Design button_debouncer, sky130hd; sources not shown.
Fig. 1: run 1, met3 routing
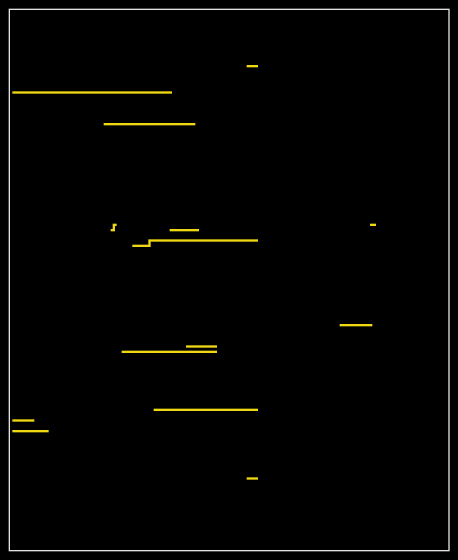
longest straight run = 20.2 um
nets with wire on the layer = 8
main direction = horizontal
Global Route met3 Usage: 4.66%
DRT Wirelength: 3.38 mm
total number of vias: 1289

Fig. 2: run 1, selected gate families
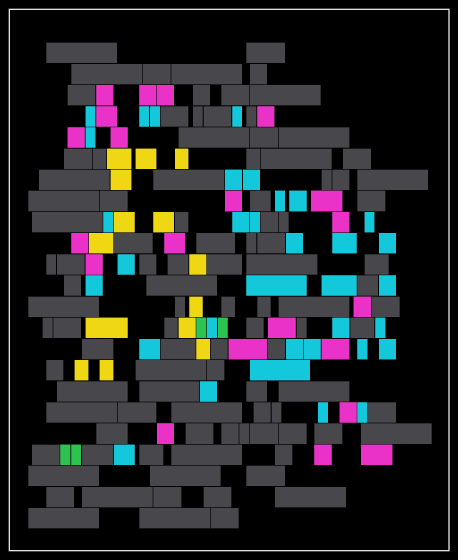
NOR gates -> cyan  # cells 34, most used nor2_1
AND and OR gates -> magenta  # cells 21, most used and2_1
inverters -> green  # cells 4, most used inv_1
inverting AOI/OAI gates -> yellow  # cells 14, most used a21oi_1
multi-input gate share of total cell area: 50.1%
most numerous logic cell after layout: dfrtp_1
fin cells: 212

Fig. 3: run 1, signal wires on met2
Bar = 20 um.
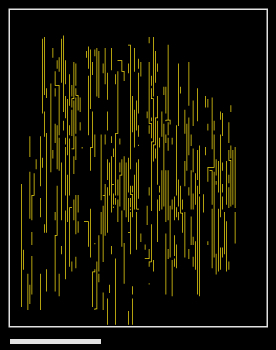
share of all routed wire = 51%
nets with wire on the layer = 152
longest straight run = 27.2 um
main direction = vertical
GR Util met2: 32.5%

==> impl_metrics.json, run 1 <==
{
  "status": "completed",
  "lay_top_cells": "dfrtp_1 (29), mux2i_1 (18), nor2_1 (14)",
  "grt_max_degree": 30,
  "crit_arrival_ns": 2.79,
  "edf_count": 0,
  "reg2reg_slack_ns": 1.08,
  "logic_family": "simple AND/OR/NAND/NOR gates",
  "path_cells": "inv_1, ha_1, or4b_4, nor4_4, nand4_4, mux2_1",
  "fp_util_pct": 52.7,
  "max_stage_delay_ns": 0.79,
  "grt_util_met1_pct": 22.0,
  "chipArea_um2": 3910,
  "final_cell_area_um2": 1870,
  "ctsHoldBuffers": 0,
  "grt_pass1_vias": 1293,
  "htreeDepth": 2,
  "period_needed_ns": 2.62,
  "critPathBufInv": 1,
  "synth_area_um2": 1710,
  "final_nets": 180,
  "grt-ovfl-total": 0
}
-- run 1: Yosys cell counts, types with 2 or more instances --
library cell | number | area (um^2)
a2111oi_0 | 2 | 17.5
a211oi_1 | 3 | 22.5
a21oi_1 | 4 | 20.0
a31oi_1 | 2 | 12.5
and2_1 | 11 | 68.8
buf_2 | 2 | 10.0
clkbuf_1 | 4 | 15.0
dfrtp_1 | 29 | 726
ha_1 | 2 | 25.0
inv_1 | 4 | 15.0
mux2_1 | 2 | 22.5
mux2i_1 | 18 | 180
nand2_1 | 11 | 41.3
nand2b_1 | 12 | 75.1
nand3_1 | 4 | 20.0
nand3b_1 | 2 | 15.0
nand4_1 | 2 | 12.5
nand4b_1 | 2 | 17.5
nor2_1 | 14 | 52.6
nor2b_1 | 3 | 18.8
nor3b_1 | 2 | 15.0
nor4_1 | 11 | 68.8
nor4_4 | 2 | 42.5
or3_1 | 3 | 18.8
or4_1 | 2 | 15.0
or4_4 | 2 | 22.5
or4b_1 | 2 | 20.0
-- run 1: worst reg2reg max path, stage by stage, from the launching register on --
cell and delay (ns):
dfrtp_1 0.39, inv_1 0.11, ha_1 0.16, or4b_4 0.50, nor4_4 0.79, nand4_4 0.19
mux2_1 0.36
-- run 1: routing by layer --
layer  share of wire, %  vias to the layer above
li1                   -                      629
met1                 43                      633
met2                 51                       19
met3                2.8                        8
met4                2.5                        0
met5                  0                        -
-- run 1: cells by family after synthesis --
logic type | Yosys count
DFF | 29
muxes | 20
adders and majority gates | 2
buffers and inverters | 11
xor gates and xnor gates | 1
and+or+nand+nor | 89
AOI/OAI and AO/OA | 16
-- run 1: area by class of cell --
type | count | area [um^2] | area share [%]
clock buffer | 5 | 68.8 | 3.68
clock inverter | 3 | 17.5 | 0.937
inverter | 4 | 15.0 | 0.803
multi-input combinational | 128 | 936 | 50.1
sequential | 29 | 726 | 38.8
tap | 37 | 46.3 | 2.48
timing repair buffer | 6 | 60.1 | 3.21
-- run 1: where the power goes --
group / internal, W / leakage (nW) / switching, W / total, W
combinational: 0.0000125 / 0.273 / 0.0000239 / 0.0000364
sequential: 0.000321 / 0.332 / 0.00000366 / 0.000325
clock: 0.000129 / 0.0439 / 0.000129 / 0.000258
total: 0.000463 / 0.649 / 0.000156 / 0.000619
-- run 1: per-stage QoR --
| step | hold WS [ns] | setup WS [ns] | power [W] |
|---|---|---|---|
| 6_report | 0.272 | 1.08 | 0.000619 |
| 5_1_grt | 0.305 | 0.884 | 0.000640 |
| 4_1_cts | 0.248 | 1.09 | 0.000628 |
| 3_5_place_dp | 0.343 | 1.10 | 0.000367 |
| 3_3_place_gp | 0.344 | 1.20 | 0.000365 |
| 2_1_floorplan | 0.111 | 1.57 | 0.000355 |
Fig. 4: run 1, sequential cells grouped by signal name
Bar = 20 um. Other sequential cells in the stronger grey, the rest of the logic in the fainter grey.
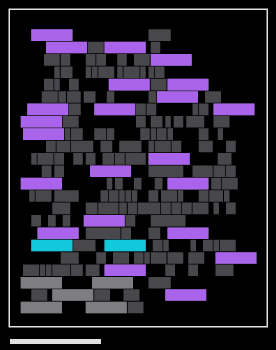

==> run 2, diff against run 1 <==
--- a/config.mk
+++ b/config.mk
@@ -5,7 +5,7 @@
 export SDC_FILE = /design/constraint.sdc
 export NUM_CORES = 1
 export LEC_CHECK = 0
-export ABC_CLOCK_PERIOD_IN_PS = 3700
+export ABC_CLOCK_PERIOD_IN_PS = 2600
 export CORE_ASPECT_RATIO = 1.25
 export CORE_MARGIN = 2
 export CORE_UTILIZATION = 50
==> constraint.sdc (replaced) <==
create_clock -name clk -period 2.6 [get_ports clk]
set_input_delay 0.26 -clock clk [delete_from_list [all_inputs] [get_ports clk]]
set_output_delay 0.26 -clock clk [all_outputs]
set_load 0.01 [all_outputs]
Fig. 5: run 2, sequential cells grouped by signal name
Bar = 20 um. Other sequential cells in the stronger grey, the rest of the logic in the fainter grey.
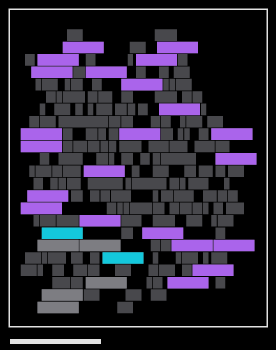
`cnt_q` -> purple  # placed flops 22
`state_q` -> cyan  # placed flops 2
not coloured = 5
flop share of the area: 36.4%
Power Sequential: 0.000463 W

==> impl_metrics.json, run 2 <==
{
  "seqPwrFrac_pct": 45.7,
  "synthTopCellsByCount": "dfrtp_1 (29), mux2i_1 (18), nor2_1 (14), nand2b_1 (12)",
  "crit_arrival_ns": 2.38,
  "intPower_w": 0.000790,
  "area_leaders": "dfrtp_1 (42%), mux2i_1 (11%), nand2b_1 (4.4%)",
  "combinationalPowerShare_pct": 5.6,
  "layout_top_cell": "dfrtp_1",
  "grt_max_degree": 28,
  "edf_count": 0,
  "fp_util_pct": 52.7,
  "period_needed_ns": 2.16,
  "grt-ovfl-total": 0,
  "finalNonFillerCells": 221,
  "final_nets": 189,
  "status": "completed",
  "synth.most_common_cell": "dfrtp_1",
  "grt_pass1_vias": 1349,
  "logic_family": "simple AND/OR/NAND/NOR gates",
  "chipArea_um2": 3910,
  "netSwitchingFraction_pct": 21.9
}
Fig. 6: run 2, met3 routing
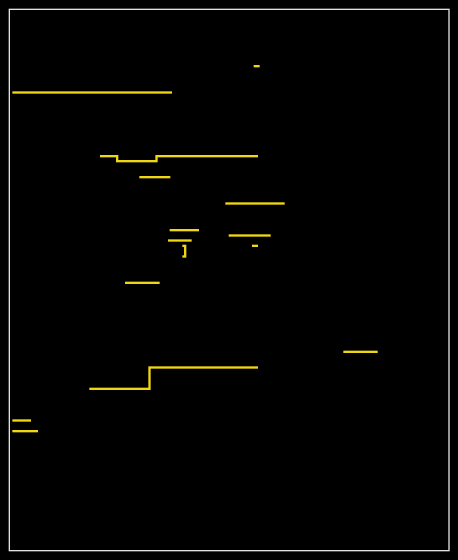
nets with wire on the layer = 11
longest straight run = 20.2 um
total number of vias: 1340
Global Route met3 Usage: 5.78%
DRT Wirelength: 3.57 mm

==> run 2: cell counts after synthesis <==
No cell type changed its count.
==> run 2: per-layer routing <==
metal | up-vias | track usage [%] | part of all wire (%)
li1 | 645 | - | -
met2 | 22 | 33.2 | 54
met3 | 6 | 5.78 | 2.9
met1 | 667 | 23.9 | 42
met5 | - | 0 | 0
met4 | 0 | 8.47 | 1.6
==> run 2: critical path: stages, from the launching register on <==
cell and delay, ns:
dfrtp_1 0.43, or4_1 0.62, nand2b_2 0.36, nor4_1 0.44, mux2i_1 0.24
==> run 2: final cells by class <==
cell class                      count  area [um^2]
Clock inverter                      2         37.5
Inverter                            4         15.0
Sequential cell                    29          726
Fill cell                         274         1260
Timing Repair Buffer               15          128
Multi-Input combinational cell    128          957
Clock buffer                        6         82.6
Tap cell                           37         46.3
==> run 2: stage by stage <==
stage | cell area, um^2 | hold slack, ns | setup WS, ns | total power (W)
global placement | 1840 | 0.341 | 0.413 | 0.000525
global route | 1990 | 0.185 | 0.319 | 0.00105
CTS | 1960 | 0.148 | 0.343 | 0.00102
floorplan | 1710 | 0.00118 | 0.473 | 0.000506
detailed placement | 1840 | 0.355 | 0.319 | 0.000528
finish | 1990 | 0.151 | 0.436 | 0.00101
==> run 2: power by group through the flow <==
stage / clock (W) / combinational [W] / sequential [W]
2_1_floorplan: 0 / 0.0000368 / 0.000469
3_3_place_gp: 0 / 0.0000550 / 0.000470
3_5_place_dp: 0 / 0.0000575 / 0.000471
4_1_cts: 0.000497 / 0.0000577 / 0.000462
5_1_grt: 0.000518 / 0.0000650 / 0.000462
6_report: 0.000492 / 0.0000568 / 0.000463
==> run 2: timing repair <==
action	CTS	global route
setup buffers	0	2
pin swaps	0	1
setup endpoints to repair	1	20
resized	1	3
hold endpoints to repair	0	0
==> run 2: logic make-up (layout without fill, tap and decap cells) <==
family                     Yosys count  after routing
and+or+nand+nor                     89             89
DFF                                 29             29
muxes                               20             20
AOI/OAI and AO/OA                   16             16
buffers and inverters               11             27
adders and majority gates            2              2
xor gates and xnor gates             1              1
Power is estimated from default activity; no workload was simulated.
